==> config.mk <==
export PLATFORM = sky130hd
export DESIGN_NAME = led_blink_multi_flat
export DESIGN_NICKNAME = d
export VERILOG_FILES = /design/src/rtl/led_pkg.sv /design/src/rtl/led_blink_multi_if.sv /design/src/rtl/led_chan.sv /design/src/rtl/led_blink_multi.sv /design/src/flat_wrapper.sv
export SDC_FILE = /design/constraint.sdc
export NUM_CORES = 1
export LEC_CHECK = 0
export CAP_MARGIN = 10
export CORE_MARGIN = 10
export CORE_UTILIZATION = 55
export CTS_CLUSTER_DIAMETER = 60
export DETAILED_ROUTE_END_ITERATION = 6
export PLACE_DENSITY_LB_ADDON = 0.3
export SLEW_MARGIN = 20
export SYNTH_ARGS = -nofsm -noshare
export SYNTH_HDL_FRONTEND = slang
export SYNTH_SLANG_ARGS = --single-unit
==> constraint.sdc <==
create_clock -name clk -period 13.4 [get_ports clk]
set_clock_uncertainty 0.1 [all_clocks]
set_input_delay 3.35 -clock clk [delete_from_list [all_inputs] [get_ports clk]]
set_output_delay 3.35 -clock clk [all_outputs]
set_load 0.01 [all_outputs]
==> images/congestion.png <==
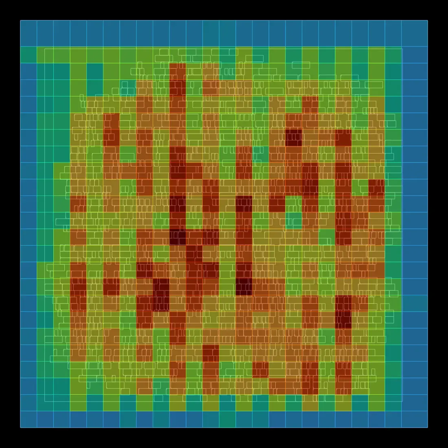
WL/cell: 17.6 um
Post-Route Utilization: 0.603
grt met2 use: 0.348
met1 Use GR: 0.283
gr usage total: 0.218

==> images/io_fan.png <==
Drawn at 3 px/um.
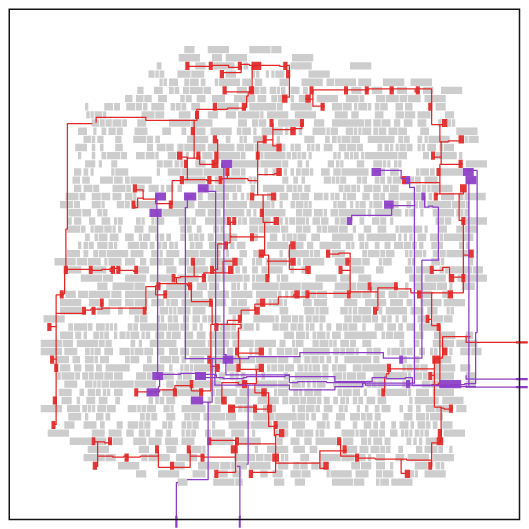
port	colour	bits	direction	end cells	buffers	wire
rst	red	1	input	157	3	1,510 um
cfg_cfg_rate	purple	4	input	22	4	1,100 um
IO Pins: 17
Port Buffer Count: 16

==> images/logic_types.png <==
Drawn at 2 px/um.
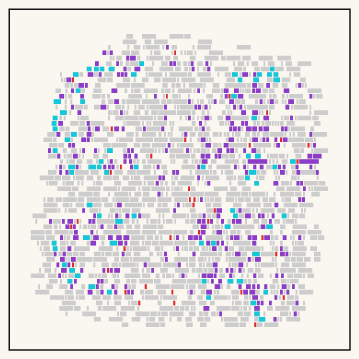
family	colour	cells
inverters	red	37
AND-OR and OR-AND gates	cyan	73
inverting AOI/OAI gates	purple	321
Non-Filler Instances: 1,828
most frequent logic cell in the layout: nor2_1
multi-input gate share of total cell area: 0.655

==> images/clk_routes.png <==
Drawn at 3 px/um.
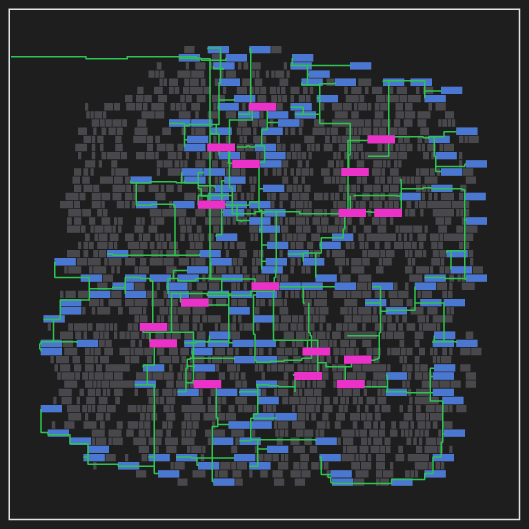
[clock wires] green | length: 2,120 um
[clock drivers] magenta | count: 17
[flip-flops] blue | count: 160
flops lie	all over the die
clock network power share: 0.412
P_clk: 0.495 mW
Late-Pin Clk Latency: 430 ps

==> run_results.csv <==
group,metric,value,unit
status,status,"completed",
synthesis,avgSynthCellArea,7.85,um^2
global_routing,antenna_found_initial,0,
synthesis,synthArstFlopShare,0,
floorplan,die_height,170,um
clocking,cts_buffers,17,
synthesis,yosysTopAreaCell,"dfxtp_1",
synthesis,yosysSeqAreaShare,0.260,
cells_and_area,num_antenna_cells,0,
global_routing,grt-ovfl-total,0,
cells_and_area,logic_area,8650,um^2
synthesis,ys_warn_count,0,
timing,hold_viol,0,
timing,setup_viol,0,
global_routing,grt_start_max_net_pins,78,
synthesis,syn_nets,1675,
power,ir_drop,0.0000922,V
timing,slew_headroom,0.267,
cells_and_area,nets,1644,
route,ant_nets,0,
critical_path,start_kind,"input port",
cells_and_area,mostFrequentLayoutCells,"nor2_1 (218), nand2_1 (165), dfxtp_1 (160), a21oi_1 (134), ha_1 (91)",
clocking,cts_num_sinks,160,
synthesis,yosys_area,12300,um^2
clocking,clock-root-buffer,"clkbuf_16",
synthesis,syn_inst,1569,
route,vias,11100,
floorplan,dieArea,28800,um^2
critical_path,critical_path_class,"input port to flop",
clocking,clkTransAtPathRegs,60,ps
global_routing,grt_pass1_wl,51.6,mm
cells_and_area,n_fill_cell,1978,
cells_and_area,drive_gt1_frac,0.0504,
global_routing,grt_pass1_vias,10300,
synthesis,ys_cells,1569,
synthesis,top_cell,"nor2_1",
route,first_iter_violations,866,
timing,tns,0,ps
synthesis,numSynthFlops,160,
clocking,clk_path_buf_depth,2,
worst_hold_path,whs_path_depth,2,
floorplan,initial_core_util,0.562,
run,tool_warnings,32,
synthesis,synthesis.area,12300,um^2
timing,worst_pin_slew,1100,ps
critical_path,cp-end-kind,"flop",
route,routed_wl,32.2,mm
run,cap_violations,0,
timing,hold_ws,360,ps
critical_path,crit_required,13670,ps
critical_path,arrival,8530,ps
placed_design,post-place-ws,4760,ps
synthesis,synth_cell_types,85,
clocking,post-cts-setup-buffer-count,0,
timing,worst_slack,5130,ps
power,p_leak,5.52,nW
timing,fmax,0.121,GHz
power,totalPowerFinal,1.20,mW
critical_path,worstPathMaxFanout,48,
worst_hold_path,hold_class,"flop to flop",
critical_path,rrSetupSlack,8360,ps
timing,period_used_share,0.617,
clocking,cts_tree,"built",
cells_and_area,area_growth,7.28,%
cells_and_area,largest_reg_flops,104,
synthesis,top_cells_by_count,"nor2_1 (218), nand2_1 (166), dfxtp_1 (160)",
floorplan,die_w,170,um
power,p_per_area,90.9,nW/um^2
timing,period_needed,8270,ps
synthesis,edf_count,0,
cells_and_area,seqCellArea,3200,um^2
synthesis,ys.flop_type,"dfxtp_1",
placed_design,hpwlAfterDp,22.1,mm
clocking,hold_buffers,0,
timing,slew_viol_final,0,
floorplan,rows,54,
synthesis,area_leaders,"dfxtp_1 (26%), ha_1 (9.2%), mux2i_1 (7.3%)",
route,drtPass1Iterations,5,
route,via_per_inst,6.08,
placed_design,gp_congestion,0.891,
[per-layer routing]
metal,track usage,wire length (um)
met1,0.283,14600
met2,0.348,14600
met3,0.0310,1700
met4,0.105,1270
met5,0,0
[layout make-up]
type | count | area share
clock buffers | 19 | 0.0335
well taps | 280 | 0.0265
flip-flops and latches | 160 | 0.243
clock inverters | 10 | 0.0105
repair buffers | 33 | 0.0216
multi-input cells | 1289 | 0.655
inverters | 37 | 0.0105
[metrics by stage]
stage	std cells	instance area, um^2
detailed placement	1799	12600
global placement	1799	12600
global route	1828	13200
CTS	1828	13200
finish	1828	13200
floorplan	1569	12300
[kinds of logic (layout without fill, tap and decap cells)]
group / Yosys count / count (layout) / share of synthesized area
xor gates and xnor gates: 118 / 118 / 0.0840
AOI/OAI and AO/OA: 394 / 394 / 0.210
DFF: 160 / 160 / 0.260
muxes: 102 / 102 / 0.0906
buffers and inverters: 120 / 99 / 0.0381
and+or+nand+nor: 571 / 571 / 0.211
adders and majority gates: 104 / 104 / 0.106
[report_power, final]
group	internal [mW]	switching (mW)
combinational	0.0969	0.125
clock	0.295	0.200
sequential	0.480	0.00227
total	0.872	0.328
[worst max-delay path, stage by stage]
cell             delay, ps
clkdlybuf4s50_1        630
nand4b_1               160
buf_4                  460
nor2_1                  70
a21oi_1                240
ha_1                   280
nor2b_1                150
a211oi_1               410
a2111oi_4              110
nor4_2                 510
a2111oi_0              210
a211oi_1               430
a21oi_1                170
a31o_1                 280
a221o_1                310
xnor2_1                120
a2111oi_0              430
o2bb2ai_1              150
Power is estimated from default activity; no workload was simulated.
